Figure 1. I/O pins on the die edge (run 1).
Pins as bars across the die edge, other pins in gray.
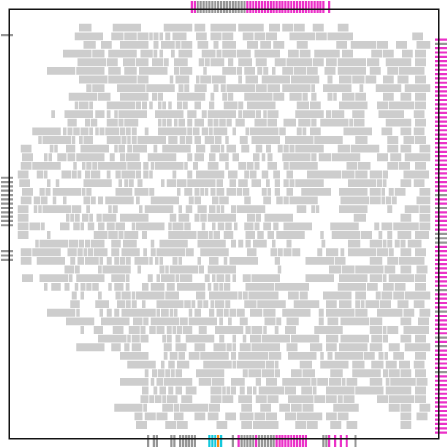
Figure 2. Placement by cell class (run 1).
Fill, decap, tap and diode cells in gray.
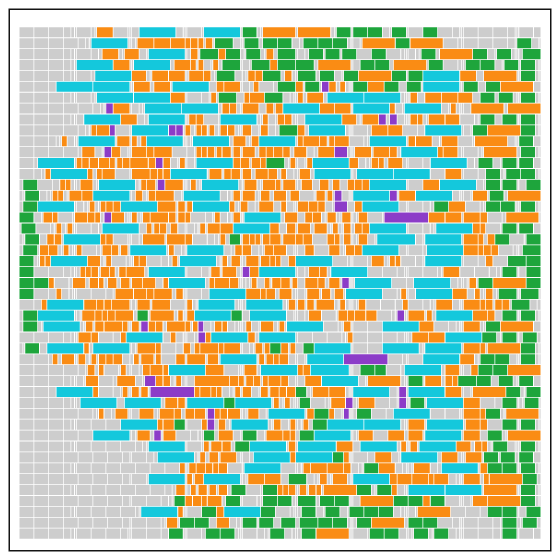
Figure 3. Signal wires by layer (run 1).
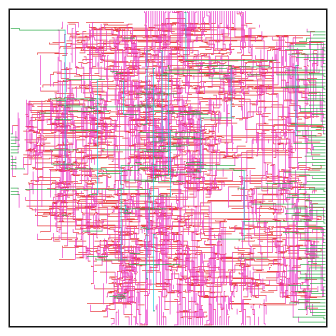
$ cat config.mk
export PLATFORM = sky130hd
export DESIGN_NAME = if_wr_burst_ctrl_flat
export DESIGN_NICKNAME = d
export VERILOG_FILES = /design/src/rtl/if_wr_burst_ctrl_pkg.sv /design/src/rtl/if_wr_burst_ctrl_if.sv /design/src/rtl/if_wr_burst_ctrl_skid_buf.sv /design/src/rtl/if_wr_burst_ctrl.sv /design/src/flat_wrapper.sv
export SDC_FILE = /design/constraint.sdc
export NUM_CORES = 1
export LEC_CHECK = 0
export CORE_MARGIN = 2
export CORE_UTILIZATION = 50
export CTS_BUF_LIST = sky130_fd_sc_hd__clkbuf_2
export CTS_CLUSTER_SIZE = 24
export DETAILED_ROUTE_END_ITERATION = 10
export HOLD_SLACK_MARGIN = 0.1
export PLACE_DENSITY = 0.81
export SLEW_MARGIN = 0
export SYNTH_ARGS = -nofsm -noshare
export SYNTH_HDL_FRONTEND = slang
export SYNTH_SLANG_ARGS = --single-unit
export TNS_END_PERCENT = 1
$ cat constraint.sdc
create_clock -name clk_chip_i -period 5.4 [get_ports clk_chip_i]
set_clock_uncertainty 0.1 [all_clocks]
set_input_delay 0.54 -clock clk_chip_i [delete_from_list [all_inputs] [get_ports clk_chip_i]]
set_output_delay 0.54 -clock clk_chip_i [all_outputs]
set_load 0.05 [all_outputs]
$ cat src/rtl/if_wr_burst_ctrl_pkg.sv
// Shared definitions for the write-burst controller: FSM states, interface codes and
// default burst sizes per code.
package if_wr_burst_ctrl_pkg;

  typedef enum logic [2:0] {
    StIdle,
    StConfig,
    StWait,
    StHdr,
    StBurst,
    StDone
  } state_e;

  localparam int unsigned IFCODE_IFM    = 0;
  localparam int unsigned IFCODE_OFM    = 1;
  localparam int unsigned IFCODE_PSUM   = 2;
  localparam int unsigned IFCODE_FLGOFM = 3;
  localparam int unsigned NUM_IFCODES   = 4;

  localparam int unsigned WR_SIZE_IFM    = 16;
  localparam int unsigned WR_SIZE_OFM    = 12;
  localparam int unsigned WR_SIZE_PSUM   = 10;
  localparam int unsigned WR_SIZE_FLGOFM = 6;

  function automatic logic code_known(input int unsigned code);
    return code < NUM_IFCODES;
  endfunction

  // Unknown codes fall back to the flag-OFM size.
  function automatic int unsigned wr_size_default(input int unsigned code);
    case (code)
      IFCODE_IFM:  return WR_SIZE_IFM;
      IFCODE_OFM:  return WR_SIZE_OFM;
      IFCODE_PSUM: return WR_SIZE_PSUM;
      default:     return WR_SIZE_FLGOFM;
    endcase
  endfunction

endpackage

$ cat src/rtl/if_wr_burst_ctrl_if.sv
// Config, upstream-channel and readout-FIFO signals of the write-burst controller.
interface if_wr_burst_ctrl_if #(
    parameter int unsigned SPI_WIDTH  = 32,
    parameter int unsigned TX_WIDTH   = 20,
    parameter int unsigned NUM_CH     = 4,
    parameter int unsigned CODE_WIDTH = 4
);
    logic                        config_ready;
    logic                        config_paulse;
    logic [CODE_WIDTH-1:0]       config_data;
    logic [TX_WIDTH-1:0]         config_size;
    logic                        config_req;
    logic                        link_active;
    logic [NUM_CH-1:0]           ch_req;
    logic [NUM_CH*SPI_WIDTH-1:0] ch_data;
    logic [NUM_CH-1:0]           ch_ready;
    logic                        fifo_wr_en;
    logic [SPI_WIDTH-1:0]        fifo_din;
    logic                        fifo_full_lvl;
    logic                        burst_done;
    logic [1:0]                  err_sticky;

    modport master (
        output config_ready, config_req, ch_ready, fifo_wr_en, fifo_din, burst_done, err_sticky,
        input  config_paulse, config_data, config_size, link_active, ch_req, ch_data,
               fifo_full_lvl
    );

    modport slave (
        input  config_ready, config_req, ch_ready, fifo_wr_en, fifo_din, burst_done, err_sticky,
        output config_paulse, config_data, config_size, link_active, ch_req, ch_data,
               fifo_full_lvl
    );
endinterface

$ cat src/rtl/if_wr_burst_ctrl_skid_buf.sv
// Ring-buffer skid: holds words that arrive after ready drops and replays them in order.
// Pop wins over push when both happen at capacity, so a full buffer can still stream.
module if_wr_burst_ctrl_skid_buf #(
    parameter int unsigned Depth = 2,
    parameter int unsigned Width = 32
) (
    input  logic             clk_i,
    input  logic             rst_i,
    input  logic             push_i,
    input  logic             pop_i,
    input  logic [Width-1:0] din_i,
    output logic [Width-1:0] dout_o,
    output logic             empty_o,
    output logic             ovf_o
);
    localparam int unsigned PtrW = (Depth > 1) ? $clog2(Depth) : 1;
    localparam int unsigned CntW = $clog2(Depth + 1);

    logic [Width-1:0] mem_q [Depth];
    logic [PtrW-1:0]  wr_ptr_q, rd_ptr_q;
    logic [CntW-1:0]  cnt_q;
    logic             full, do_pop, do_push;

    function automatic logic [PtrW-1:0] ptr_inc(input logic [PtrW-1:0] p);
        return (p == PtrW'(Depth - 1)) ? '0 : p + 1'b1;
    endfunction

    assign empty_o = (cnt_q == '0);
    assign full    = (cnt_q == CntW'(Depth));
    assign do_pop  = pop_i && !empty_o;
    assign do_push = push_i && (!full || do_pop);
    assign ovf_o   = push_i && !do_push;
    assign dout_o  = mem_q[rd_ptr_q];

    always_ff @(posedge clk_i or posedge rst_i) begin
        if (rst_i) begin
            for (int i = 0; i < Depth; i++) mem_q[i] <= '0;
            wr_ptr_q <= '0;
            rd_ptr_q <= '0;
            cnt_q    <= '0;
        end else begin
            if (do_push) begin
                mem_q[wr_ptr_q] <= din_i;
                wr_ptr_q        <= ptr_inc(wr_ptr_q);
            end
            if (do_pop) rd_ptr_q <= ptr_inc(rd_ptr_q);
            case ({do_push, do_pop})
                2'b10:   cnt_q <= cnt_q + 1'b1;
                2'b01:   cnt_q <= cnt_q - 1'b1;
                default: cnt_q <= cnt_q;
            endcase
        end
    end
endmodule

$ cat src/rtl/if_wr_burst_ctrl.sv
// Write-burst controller: picks one upstream channel per config pulse, optionally writes a
// header, then moves the burst into the readout FIFO with a skid buffer behind ready.
module if_wr_burst_ctrl
    import if_wr_burst_ctrl_pkg::*;
#(
    parameter int unsigned SPI_WIDTH  = 32,
    parameter int unsigned TX_WIDTH   = 20,
    parameter int unsigned NUM_CH     = 4,
    parameter int unsigned CODE_WIDTH = 4,
    parameter int unsigned SKID_DEPTH = 2,
    parameter bit          HDR_EN     = 1'b1
) (
    input logic                clk_chip_i,
    input logic                reset_chip_i,
    if_wr_burst_ctrl_if.master bus_io
);
    localparam int unsigned SelW = $clog2(NUM_CH);
    localparam int unsigned PadW = SPI_WIDTH - CODE_WIDTH - TX_WIDTH;

    state_e                state_q;
    logic [SelW-1:0]       sel_q;
    logic [CODE_WIDTH-1:0] code_q;
    logic [TX_WIDTH-1:0]   size_q, out_cnt_q, acc_cnt_q;
    logic [SKID_DEPTH-1:0] rdy_hist_q;
    logic                  config_req_q, burst_done_q;
    logic [1:0]            err_q;

    logic                  in_burst, acc_room, rdy, win, accept, direct, push, pop, hdr_wr;
    logic                  skid_empty, skid_ovf;
    logic [SPI_WIDTH-1:0]  data_sel, skid_dout, header;
    logic [TX_WIDTH-1:0]   cfg_size;
    logic [SelW-1:0]       cfg_sel;

    always_comb begin
        cfg_size = bus_io.config_size;
        if (cfg_size == '0) cfg_size = TX_WIDTH'(wr_size_default(32'(bus_io.config_data)));
        cfg_sel = code_known(32'(bus_io.config_data)) ? bus_io.config_data[SelW-1:0] : '0;
    end

    assign in_burst = (state_q == StBurst);
    assign acc_room = (acc_cnt_q < size_q);
    assign rdy      = in_burst && !bus_io.fifo_full_lvl && skid_empty && acc_room;
    // Late words are honoured for SKID_DEPTH cycles after ready falls: the upstream latency.
    assign win      = rdy || (|rdy_hist_q);
    assign data_sel = bus_io.ch_data[sel_q*SPI_WIDTH +: SPI_WIDTH];
    assign accept   = in_burst && bus_io.ch_req[sel_q] && win && acc_room;
    assign pop      = in_burst && !skid_empty && !bus_io.fifo_full_lvl;
    assign direct   = accept && !bus_io.fifo_full_lvl && skid_empty;
    assign push     = accept && !direct;
    assign hdr_wr   = (state_q == StHdr) && !bus_io.fifo_full_lvl;
    assign header   = {code_q, {PadW{1'b0}}, size_q};

    always_comb begin
        bus_io.fifo_wr_en = hdr_wr || pop || direct;
        bus_io.fifo_din   = '0;
        if (hdr_wr)      bus_io.fifo_din = header;
        else if (pop)    bus_io.fifo_din = skid_dout;
        else if (direct) bus_io.fifo_din = data_sel;
    end

    always_comb begin
        bus_io.ch_ready        = '0;
        bus_io.ch_ready[sel_q] = rdy;
    end

    assign bus_io.config_ready = (state_q == StIdle);
    assign bus_io.config_req   = config_req_q;
    assign bus_io.burst_done   = burst_done_q;
    assign bus_io.err_sticky   = err_q;

    if_wr_burst_ctrl_skid_buf #(
        .Depth (SKID_DEPTH),
        .Width (SPI_WIDTH)
    ) u_skid (
        .clk_i   (clk_chip_i),
        .rst_i   (reset_chip_i),
        .push_i  (push),
        .pop_i   (pop),
        .din_i   (data_sel),
        .dout_o  (skid_dout),
        .empty_o (skid_empty),
        .ovf_o   (skid_ovf)
    );

    always_ff @(posedge clk_chip_i or posedge reset_chip_i) begin
        if (reset_chip_i) begin
            state_q      <= StIdle;
            sel_q        <= '0;
            code_q       <= '0;
            size_q       <= '0;
            out_cnt_q    <= '0;
            acc_cnt_q    <= '0;
            rdy_hist_q   <= '0;
            config_req_q <= 1'b0;
            burst_done_q <= 1'b0;
            err_q        <= '0;
        end else begin
            burst_done_q <= 1'b0;
            rdy_hist_q   <= (rdy_hist_q << 1) | SKID_DEPTH'(rdy);
            if (accept) acc_cnt_q <= acc_cnt_q + 1'b1;
            if ((pop || direct) && (out_cnt_q != size_q)) out_cnt_q <= out_cnt_q + 1'b1;
            if (bus_io.config_paulse && (state_q != StIdle)) err_q[0] <= 1'b1;
            if (skid_ovf) err_q[1] <= 1'b1;
            case (state_q)
                StIdle: begin
                    if (bus_io.config_paulse) begin
                        sel_q   <= cfg_sel;
                        code_q  <= bus_io.config_data;
                        size_q  <= cfg_size;
                        state_q <= StConfig;
                    end
                end
                StConfig: begin
                    config_req_q <= 1'b1;
                    acc_cnt_q    <= '0;
                    out_cnt_q    <= '0;
                    state_q      <= StWait;
                end
                StWait: begin
                    if (bus_io.link_active) begin
                        state_q <= HDR_EN ? StHdr : StBurst;
                        if (!HDR_EN) config_req_q <= 1'b0;
                    end
                end
                StHdr: begin
                    if (!bus_io.fifo_full_lvl) begin
                        state_q      <= StBurst;
                        config_req_q <= 1'b0;
                    end
                end
                StBurst: begin
                    if (out_cnt_q == size_q) state_q <= StDone;
                end
                StDone: begin
                    if (!bus_io.link_active) begin
                        state_q      <= StIdle;
                        burst_done_q <= 1'b1;
                    end
                end
                default: state_q <= StIdle;
            endcase
        end
    end
endmodule

$ cat src/flat_wrapper.sv
// flat-port wrapper written by rule: the top's interface ports become plain ports
module if_wr_burst_ctrl_flat import if_wr_burst_ctrl_pkg::*;
#(
    parameter int unsigned SPI_WIDTH  = 32,
    parameter int unsigned TX_WIDTH   = 20,
    parameter int unsigned NUM_CH     = 4,
    parameter int unsigned CODE_WIDTH = 4,
    parameter int unsigned SKID_DEPTH = 2,
    parameter bit          HDR_EN     = 1'b1
)
  (clk_chip_i, reset_chip_i, bus_io_config_ready, bus_io_config_req, bus_io_ch_ready, bus_io_fifo_wr_en, bus_io_fifo_din, bus_io_burst_done, bus_io_err_sticky, bus_io_config_paulse, bus_io_config_data, bus_io_config_size, bus_io_link_active, bus_io_ch_req, bus_io_ch_data, bus_io_fifo_full_lvl);
  if_wr_burst_ctrl_if #(.SPI_WIDTH(SPI_WIDTH), .TX_WIDTH(TX_WIDTH), .NUM_CH(NUM_CH), .CODE_WIDTH(CODE_WIDTH)) bus_io_i ();
  input logic clk_chip_i;
  input logic reset_chip_i;
  output wire logic [$bits(bus_io_i.config_ready)-1:0] bus_io_config_ready;
  output wire logic [$bits(bus_io_i.config_req)-1:0] bus_io_config_req;
  output wire logic [$bits(bus_io_i.ch_ready)-1:0] bus_io_ch_ready;
  output wire logic [$bits(bus_io_i.fifo_wr_en)-1:0] bus_io_fifo_wr_en;
  output wire logic [$bits(bus_io_i.fifo_din)-1:0] bus_io_fifo_din;
  output wire logic [$bits(bus_io_i.burst_done)-1:0] bus_io_burst_done;
  output wire logic [$bits(bus_io_i.err_sticky)-1:0] bus_io_err_sticky;
  input wire logic [$bits(bus_io_i.config_paulse)-1:0] bus_io_config_paulse;
  input wire logic [$bits(bus_io_i.config_data)-1:0] bus_io_config_data;
  input wire logic [$bits(bus_io_i.config_size)-1:0] bus_io_config_size;
  input wire logic [$bits(bus_io_i.link_active)-1:0] bus_io_link_active;
  input wire logic [$bits(bus_io_i.ch_req)-1:0] bus_io_ch_req;
  input wire logic [$bits(bus_io_i.ch_data)-1:0] bus_io_ch_data;
  input wire logic [$bits(bus_io_i.fifo_full_lvl)-1:0] bus_io_fifo_full_lvl;
  assign bus_io_config_ready = bus_io_i.config_ready;
  assign bus_io_config_req = bus_io_i.config_req;
  assign bus_io_ch_ready = bus_io_i.ch_ready;
  assign bus_io_fifo_wr_en = bus_io_i.fifo_wr_en;
  assign bus_io_fifo_din = bus_io_i.fifo_din;
  assign bus_io_burst_done = bus_io_i.burst_done;
  assign bus_io_err_sticky = bus_io_i.err_sticky;
  assign bus_io_i.config_paulse = bus_io_config_paulse;
  assign bus_io_i.config_data = bus_io_config_data;
  assign bus_io_i.config_size = bus_io_config_size;
  assign bus_io_i.link_active = bus_io_link_active;
  assign bus_io_i.ch_req = bus_io_ch_req;
  assign bus_io_i.ch_data = bus_io_ch_data;
  assign bus_io_i.fifo_full_lvl = bus_io_fifo_full_lvl;
  if_wr_burst_ctrl #(.SPI_WIDTH(SPI_WIDTH), .TX_WIDTH(TX_WIDTH), .NUM_CH(NUM_CH), .CODE_WIDTH(CODE_WIDTH), .SKID_DEPTH(SKID_DEPTH), .HDR_EN(HDR_EN)) u_core (.clk_chip_i(clk_chip_i), .reset_chip_i(reset_chip_i), .bus_io(bus_io_i));
endmodule
==> impl_metrics.env, run 1 <==
# physical design summary
export IMPL_use_met3=0.0567
export IMPL_syn_area_um2=8550
export IMPL_top_area_frac=0.419
export IMPL_clk_path_buf_depth=2
export IMPL_grt_first_pass_wirelength_um=37200
export IMPL_nNonClkBuffers=215
export IMPL_crit_cells=12
export IMPL_final_cell_mix="clkdlybuf4s50_1, dfrtp_1, nor2_1"
export IMPL_intPower_mw=2.44
export IMPL_ioPinCount=203
export IMPL_yosysMostFrequentCell="dfrtp_1"
export IMPL_cp_max_fo=17
export IMPL_synth_main_ff_cell="dfrtp_1"
export IMPL_ys_seq_frac=0.419
export IMPL_n_tap_cell=220
export IMPL_nNonClkInverters=33
export IMPL_ys_sh_mux=0.221
export IMPL_hold_class="in -> async"
export IMPL_insertedDiodeCount=1
export IMPL_power_leakage_nw=5.06
export IMPL_crit_type="reg -> out"
export IMPL_worst_slew_pin_slew_ps=1050
export IMPL_post_route_min_period_ps=5060
export IMPL_die_area_um2=18200
export IMPL_critical_path_buf_inv_count=3
export IMPL_cts_buffers=17
export IMPL_area_growth_pct=29.2
export IMPL_clkPwrFrac=0.155
export IMPL_power_mw=4.13
export IMPL_logic_family="multiplexers"
export IMPL_tns_ps=0
export IMPL_core_um2=16600
export IMPL_grt_busiest_layer="met2"
export IMPL_max_vdd_ir_drop_v=0.000153
export IMPL_fa_ha_area_frac=0.0307
export IMPL_synth_edff_count=0
export IMPL_place_congestion=0.936
export IMPL_drc_errors=0
export IMPL_worst_ep_arrival_time_ps=4420
export IMPL_crit_chain="ha_1, a21oi_1, o21ai_1, a221oi_2, o211ai_2, or4_4, clkinv_2, and2_1, buf_4, nand2_1, o21ai_0, clkdlybuf4s50_1"
export IMPL_slowest_stage="clkdlybuf4s50_1"
export IMPL_detail_route_antenna_nets=0
export IMPL_dominant_cells="multi-input combinational cells"
export IMPL_post_cts_resized=0
export IMPL_drv_cap=0
export IMPL_ys_chip_area_um2=8550
export IMPL_switchingPower_mw=1.68
export IMPL_power_top_group="combinational logic"
export IMPL_warnings=26
export IMPL_cp_start_kind="register"
export IMPL_cp_top_family="buffers and inverters"
export IMPL_ys_cells=843
export IMPL_syn_inst=843
export IMPL_logic_area_um2=4630
export IMPL_cts_sinks=143
export IMPL_nNetsFinal=1205
export IMPL_hold_violations=0
export IMPL_relSlewSlack=0.301
export IMPL_synth_warning_count=0
export IMPL_yosys_area_top_type="dfrtp_1"
export IMPL_cts_tree="done"
export IMPL_met1_usage=0.356
export IMPL_layout_nonclk_buf_frac=0.198
export IMPL_clk_latency_ps=740
export IMPL_finalClockPeriodUsage=0.937
export IMPL_num_multi_input_gates=613
export IMPL_cp_required_ps=4760
export IMPL_mostFrequentLayoutCell="clkdlybuf4s50_1"
export IMPL_fp_util=0.514
export IMPL_synth_cell_types=53
export IMPL_synth_cellmix_compoundShare=0.101
export IMPL_layout_sequential_cells=143
export IMPL_drive_gt1_frac=0.153
export IMPL_regArea_um2=3580
export IMPL_r2r_end="u_core.u_skid.mem_q[36]"
export IMPL_crit_end="bus_io_fifo_din[23]"
export IMPL_comb_cell_share=0.419
export IMPL_synthTopCellsByCount="dfrtp_1, nor2_1, a21oi_1, mux2_2, nand2_1"
export IMPL_async_flop_share=1.00
export IMPL_dpl_hpwl_um=17800
export IMPL_drtIter0Drc=629
export IMPL_grt_max_degree=99
export IMPL_comb_power_mw=1.80
export IMPL_power_frac_seq=0.410
export IMPL_synth_avg_cell_area_um2=10.1
export IMPL_rr_startpoint="u_core.acc_cnt_q[15]"
export IMPL_worstRegToRegCells=9
export IMPL_finalSetupViolations=0
export IMPL_switching_share=0.408
export IMPL_xor_share=0.0410
export IMPL_synth_flops=143
export IMPL_grt_ovfl_total=0
export IMPL_dp_cells=1224
export IMPL_vias_per_cell=5.79
export IMPL_ys_sh_simple=0.146
export IMPL_grt_pass1_vias=6986
export IMPL_r2r_slack_ps=1690
export IMPL_antenna_found_initial=1
export IMPL_h_tree_depth=4
export IMPL_crit_path_max_incr_delay_ps=840
export IMPL_dr_pass1_iters=5
export IMPL_fp_nets=1025
export IMPL_clk_pin_slew_worst_paths_ps=210
export IMPL_status="complete, no violations"
export IMPL_placed_cell_area_um2=10700
export IMPL_met2_usage=0.423
export IMPL_clkbuf_count=19
export IMPL_power_density_nw_per_um2=373
export IMPL_p_comb_frac=0.436
Back to the opening pictures, Figure 1:
[bus_io_config_data] cyan | pins: 4 | direction: input | edge: south
[bus_io_burst_done] orange | pins: 1 | direction: output | edge: south
[bus_io_ch_data] magenta | pins: 128 | direction: input | edge: 81 east, 30 north, 17 south
all pins by edge: 92 east, 48 south, 47 north, 16 west
die height: 135 µm
die width: 135 µm
Port-buffer cells: 202

Back to the opening pictures, Figure 2:
[other buffers and delay cells] green | cells: 215 | share of their area: 20%
[clock drivers and dummy loads] purple | cells: 32 | share of their area: 2.2%
[all other logic] orange | cells: 646 | share of their area: 44%
[flip-flops] cyan | cells: 143 | share of their area: 33%
Layout Utilization: 0.664
Design Area, Final: 11000 µm²
flop share of the area: 0.324
row count: 47

Back to the opening pictures, Figure 3:
[met4] cyan | wire length: 561 µm
[met3] green | wire length: 1910 µm
[met1] red | wire length: 10200 µm
[met2] magenta | wire length: 11300 µm
Routed WL per cell: 19.1 µm
Vias: 7278
gr usage total: 0.264

==> run 1: per-layer routing <==
| layer | wire (µm) | vias up |
|---|---|---|
| li1 | - | 3390 |
| met1 | 10200 | 3552 |
| met2 | 11300 | 294 |
| met3 | 1910 | 42 |
| met4 | 561 | 0 |
| met5 | 0 | - |
==> run 1: metrics by stage <==
step	hold WS, ps	setup WS, ps
detailed placement	271	917
CTS	241	75.5
global route	277	33.9
floorplan	256	922
finish	206	338
global placement	283	1040
==> run 1: flip-flops by register name, indices dropped and copies added (netlist names), 2 cells and up <==
name	count
u_core.u_skid.cnt_q	2
u_core.code_q	4
u_core.state_q	3
u_core.rdy_hist_q	2
u_core.out_cnt_q	20
u_core.sel_q	2
u_core.acc_cnt_q	20
u_core.size_q	20
u_core.u_skid.mem_q	64
u_core.bus_io.err_sticky	2
## Run 2: what changed since run 1
--- a/config.mk
+++ b/config.mk
@@ -7,7 +7,7 @@
 export LEC_CHECK = 0
 export CORE_MARGIN = 2
 export CORE_UTILIZATION = 50
-export CTS_BUF_LIST = sky130_fd_sc_hd__clkbuf_2
+export CTS_BUF_LIST = sky130_fd_sc_hd__clkbuf_4
 export CTS_CLUSTER_SIZE = 24
 export DETAILED_ROUTE_END_ITERATION = 10
 export HOLD_SLACK_MARGIN = 0.1
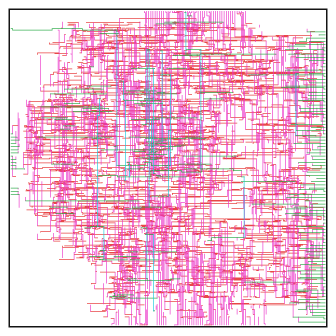
Figure 4: run 2, signal wires by layer.
[met3] green | wire length: 1970 µm
[met1] red | wire length: 10100 µm
[met2] magenta | wire length: 11200 µm
[met4] cyan | wire length: 614 µm
Routed WL per cell: 19.0 µm
Vias: 7319

==> run 2 against run 1 <==
Non-clock buffer count unchanged. Area after synthesis unchanged. Maximum frequency increased by 0.21%. Die size unchanged. Worst setup slack improved by 11 ps. Total power increased by 1.7%. Wire length decreased by 0.42%. Cell area decreased by 0.14%. Core utilization decreased by 0.090 points. Critical endpoint is now bus_io_fifo_din[3].
==> impl_metrics.env, run 2 <==
# physical design summary
export IMPL_crit_cells=12
export IMPL_yosysMostFrequentCell="dfrtp_1"
export IMPL_top_register="u_core.u_skid.mem_q"
export IMPL_post_cts_resized=0
export IMPL_routed_wl_um=23900
export IMPL_min_to="u_core.rdy_hist_q[1]"
export IMPL_placed_cell_area_um2=10700
export IMPL_fp_nets=1025
export IMPL_drc_errors=0
export IMPL_max_vdd_ir_drop_v=0.000169
export IMPL_cp_required_ps=4760
export IMPL_dr_pass1_iters=5
export IMPL_postCtsHoldBufs=0
export IMPL_fp_dieW_um=135
export IMPL_syn_inst=843
export IMPL_rr_startpoint="u_core.acc_cnt_q[15]"
export IMPL_fp_util=0.514
export IMPL_critical_path_buf_inv_count=3
export IMPL_clk_power_uw=706
export IMPL_fmax_mhz=198
export IMPL_post_route_util=0.663
export IMPL_r2r_end="u_core.u_skid.mem_q[36]"
export IMPL_h_tree_depth=4
export IMPL_crit_chain="ha_1, a21oi_1, o21ai_1, a221oi_2, o211ai_2, or4_4, clkinv_2, and2_1, buf_4, a21oi_1, a21oi_1, clkdlybuf4s50_1"
export IMPL_dp_slack_ps=917
export IMPL_place_congestion=0.936
export IMPL_grt_pass1_vias=6998
export IMPL_synth_cell_types=53
export IMPL_whs_path_depth=0
export IMPL_cts_tree="done"
export IMPL_top_area_frac=0.419
export IMPL_rows=47
export IMPL_cts_sinks=143
export IMPL_relSlewSlack=0.301
export IMPL_drv_cap=0
export IMPL_instances_no_fill=1257
export IMPL_clk_pin_slew_worst_paths_ps=120
export IMPL_cp_top_family="AND-OR/OR-AND gates"
export IMPL_die_area_um2=18200
export IMPL_cts_setup_buffers=0
export IMPL_antenna_found_initial=1
export IMPL_r2r_slack_ps=1710
export IMPL_setup_ws_ps=349
export IMPL_grt_ovfl_total=0
export IMPL_power_leakage_nw=4.64
export IMPL_area_growth_pct=29.0
export IMPL_synth_warning_count=0
export IMPL_worstSetupEndpointType="output port"
export IMPL_mostFrequentLayoutCell="clkdlybuf4s50_1"
export IMPL_crit_end="bus_io_fifo_din[3]"
export IMPL_hold_slack_ps=310
export IMPL_hold_class="reg -> reg"
export IMPL_switchingPower_mw=1.68
export IMPL_ys_seq_frac=0.419
export IMPL_clk_path_buf_depth=2
export IMPL_async_flop_share=1.00
export IMPL_timing_final_max_slew_violations=0
export IMPL_post_route_min_period_ps=5050
export IMPL_final_cell_mix="clkdlybuf4s50_1, dfrtp_1, nor2_1"
export IMPL_grt_max_degree=99
export IMPL_worstRegToRegCells=9
export IMPL_intPower_mw=2.51
export IMPL_synth_avg_cell_area_um2=10.1
export IMPL_synthTopCellsByCount="dfrtp_1, nor2_1, a21oi_1, mux2_2, nand2_1"
export IMPL_synth_edff_count=0
export IMPL_clk_latency_ps=560
export IMPL_finalSetupViolations=0
export IMPL_ioPinCount=203
export IMPL_portBuffers=202
export IMPL_clkPwrFrac=0.168
export IMPL_clockRootBuffer="clkbuf_4"
export IMPL_warnings=26
export IMPL_drive_gt1_frac=0.153
export IMPL_vias_per_cell=5.82
export IMPL_dp_cells=1224
export IMPL_power_mw=4.20
export IMPL_cts_buffers=17
export IMPL_die_height_um=135
export IMPL_detail_route_antenna_nets=0
export IMPL_tns_ps=0
export IMPL_cp_max_fo=17
export IMPL_fin_area_um2=11000
export IMPL_p_comb_frac=0.429
export IMPL_hold_start="u_core.rdy_hist_q[0]"
export IMPL_grt_setup_unrepaired="no"
export IMPL_power_frac_seq=0.403
export IMPL_largest_register_ffs=64
export IMPL_status="complete, no violations"
export IMPL_power_top_group="combinational logic"
export IMPL_dpl_hpwl_um=17800
export IMPL_worst_slew_pin_slew_ps=1050
export IMPL_synth_main_ff_cell="dfrtp_1"
export IMPL_synth_flops=143
export IMPL_grt_first_pass_wirelength_um=37200
export IMPL_p_seq_mw=1.69
export IMPL_finalClockPeriodUsage=0.935
export IMPL_core_um2=16600
export IMPL_crit_path_max_incr_delay_ps=840
export IMPL_syn_area_um2=8550
export IMPL_hold_violations=0
export IMPL_nNetsFinal=1205
export IMPL_synthTopCellsByArea="dfrtp_1, mux2_2, mux4_2, a21oi_1, mux2i_1"
export IMPL_cp_start_kind="register"
export IMPL_crit_type="reg -> out"
export IMPL_track_usage=0.264
export IMPL_crit_top_cell="a21oi_1"
export IMPL_switching_share=0.401
export IMPL_comb_power_mw=1.80
export IMPL_startpoint="u_core.acc_cnt_q[15]"
export IMPL_power_density_nw_per_um2=381
export IMPL_worst_ep_arrival_time_ps=4410
export IMPL_drtIter0Drc=574
export IMPL_ys_chip_area_um2=8550
export IMPL_slowest_stage="clkdlybuf4s50_1"
export IMPL_yosys_area_top_type="dfrtp_1"
export IMPL_ys_cells=843
-- run 2: kinds of logic after synthesis --
kind of cell | Yosys count | share of synthesized area
compound gates | 152 | 0.101
xor+xnor | 40 | 0.0410
fa+ha+maj | 21 | 0.0307
buf+inv | 87 | 0.0411
flops | 143 | 0.419
mux | 139 | 0.221
simple gates | 261 | 0.146
-- run 2: layout make-up --
type                            count  area [µm²]
Clock inverter                     13         146
Clock buffer                       19         143
Timing Repair Buffer              215        2120
Inverter                           33         130
Tap cell                          220         275
Sequential cell                   143        3580
Fill cell                        1355        5610
Multi-Input combinational cell    613        4630
Antenna cell                        1        2.50
-- run 2: layer usage --
metal  track usage  vias up  routed length (µm)
met5             0        -                   0
met4        0.0942        0                 613
met3        0.0567       43                1970
met2         0.426      325               11200
met1         0.354     3550               10100
li1              -     3401                   -
## Run 3: what changed since run 2
--- a/config.mk
+++ b/config.mk
@@ -12,7 +12,7 @@
 export DETAILED_ROUTE_END_ITERATION = 10
 export HOLD_SLACK_MARGIN = 0.1
 export PLACE_DENSITY = 0.81
-export SLEW_MARGIN = 0
+export SLEW_MARGIN = 20
 export SYNTH_ARGS = -nofsm -noshare
 export SYNTH_HDL_FRONTEND = slang
 export SYNTH_SLANG_ARGS = --single-unit
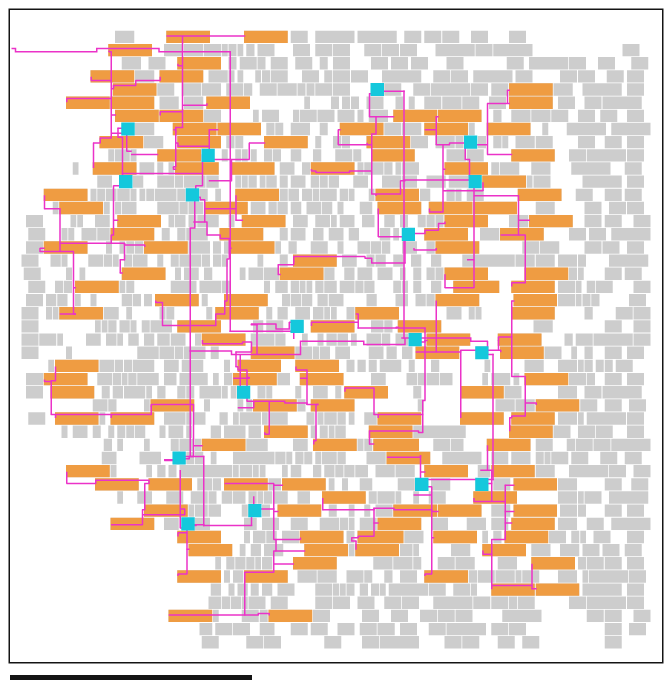
Figure 5: run 3, clock distribution.
Bar = 50 µm.
[flip-flops] orange | count: 143
[cells driving clock nets] cyan | count: 17
[clock wires] magenta | length: 1700 µm
routed clock nets: 18
flops lie: all over the die
latest clock arrival within the worst-skew pair: 560 ps
Clk. pwr: 706 µW

==> run 3 against run 2 <==
Critical path depth stayed put. Sequential power hardly changed. First-iteration DRC count stayed put. Largest power group unchanged.
==> impl_metrics.env, run 3 <==
# physical design summary
export IMPL_tns_ps=0
export IMPL_cts_sinks=143
export IMPL_r2r_end="u_core.u_skid.mem_q[36]"
export IMPL_top_register="u_core.u_skid.mem_q"
export IMPL_dpl_hpwl_um=17800
export IMPL_rr_startpoint="u_core.acc_cnt_q[15]"
export IMPL_r2r_slack_ps=1710
export IMPL_synth_cell_types=53
export IMPL_hold_slack_ps=310
export IMPL_grt_max_degree=99
export IMPL_antenna_found_initial=1
export IMPL_wl_met1_um=10100
export IMPL_power_mw=4.20
export IMPL_critical_path_buf_inv_count=3
export IMPL_cts_setup_buffers=0
export IMPL_crit_type="reg -> out"
export IMPL_grt_first_pass_wirelength_um=37200
export IMPL_async_flop_share=1.00
export IMPL_yosys_area_top_type="dfrtp_1"
export IMPL_setup_ws_ps=349
export IMPL_portBuffers=202
export IMPL_worstSetupEndpointType="output port"
export IMPL_status="complete, no violations"
export IMPL_syn_inst=843
export IMPL_synth_edff_count=0
export IMPL_whs_path_depth=0
export IMPL_dp_slack_ps=917
export IMPL_power_frac_seq=0.403
export IMPL_startpoint="u_core.acc_cnt_q[15]"
export IMPL_post_drt_wl_per_cell_um=19.0
export IMPL_relSlewSlack=0.301
export IMPL_ys_cells=843
export IMPL_finalSetupViolations=0
export IMPL_ys_seq_frac=0.419
export IMPL_power_density_nw_per_um2=381
export IMPL_highest_layer="met4"
export IMPL_largest_register_ffs=64
export IMPL_synth_warning_count=0
export IMPL_vias_per_cell=5.82
export IMPL_post_route_min_period_ps=5050
export IMPL_p_comb_frac=0.429
export IMPL_instances_no_fill=1257
export IMPL_crit_path_max_incr_delay_ps=840
export IMPL_worst_slew_pin_slew_ps=1050
export IMPL_worst_ep_arrival_time_ps=4410
export IMPL_hold_violations=0
export IMPL_ioPinCount=203
export IMPL_cp_start_kind="register"
export IMPL_drive_gt1_frac=0.153
export IMPL_hold_start="u_core.rdy_hist_q[0]"
export IMPL_dr_wl_met2_um=11200
export IMPL_crit_chain="ha_1, a21oi_1, o21ai_1, a221oi_2, o211ai_2, or4_4, clkinv_2, and2_1, buf_4, a21oi_1, a21oi_1, clkdlybuf4s50_1"
export IMPL_cp_top_family="AND-OR/OR-AND gates"
export IMPL_track_usage=0.264
export IMPL_ys_chip_area_um2=8550
export IMPL_drtIter0Drc=574
export IMPL_max_vdd_ir_drop_v=0.000169
export IMPL_drv_cap=0
export IMPL_fp_dieW_um=135
export IMPL_cp_required_ps=4760
export IMPL_yosysMostFrequentCell="dfrtp_1"
export IMPL_synthTopCellsByCount="dfrtp_1, nor2_1, a21oi_1, mux2_2, nand2_1"
export IMPL_fin_area_um2=11000
export IMPL_cts_buffers=17
export IMPL_crit_top_cell="a21oi_1"
export IMPL_intPower_mw=2.51
export IMPL_post_cts_resized=0
export IMPL_clockRootBuffer="clkbuf_4"
export IMPL_use_met3=0.0567
export IMPL_die_height_um=135
export IMPL_synthTopCellsByArea="dfrtp_1, mux2_2, mux4_2, a21oi_1, mux2i_1"
export IMPL_core_um2=16600
export IMPL_synth_flops=143
export IMPL_die_area_um2=18200
export IMPL_drc_errors=0
export IMPL_fp_nets=1025
export IMPL_area_growth_pct=29.0
export IMPL_routed_wl_um=23900
export IMPL_met2_usage=0.426
export IMPL_num_vias=7319
export IMPL_met1_usage=0.354
export IMPL_grt_busiest_layer="met2"
export IMPL_cp_max_fo=17
run 3: kinds of logic after synthesis:
| kind of cell | Yosys count | share of synthesized area |
|---|---|---|
| and+or+nand+nor | 261 | 0.146 |
| AOI/OAI and AO/OA | 152 | 0.101 |
| DFF | 143 | 0.419 |
| muxes | 139 | 0.221 |
| buffers and inverters | 87 | 0.0411 |
| xor gates and xnor gates | 40 | 0.0410 |
| adders and majority gates | 21 | 0.0307 |
run 3: cell type report:
type                            count  area [µm²]
Fill cell                        1355        5610
Multi-Input combinational cell    613        4630
Sequential cell                   143        3580
Timing Repair Buffer              215        2120
Tap cell                          220         275
Clock inverter                     13         146
Clock buffer                       19         143
Inverter                           33         130
Antenna cell                        1        2.50
Power figures rest on the tool's default switching activity, not on a simulated workload.
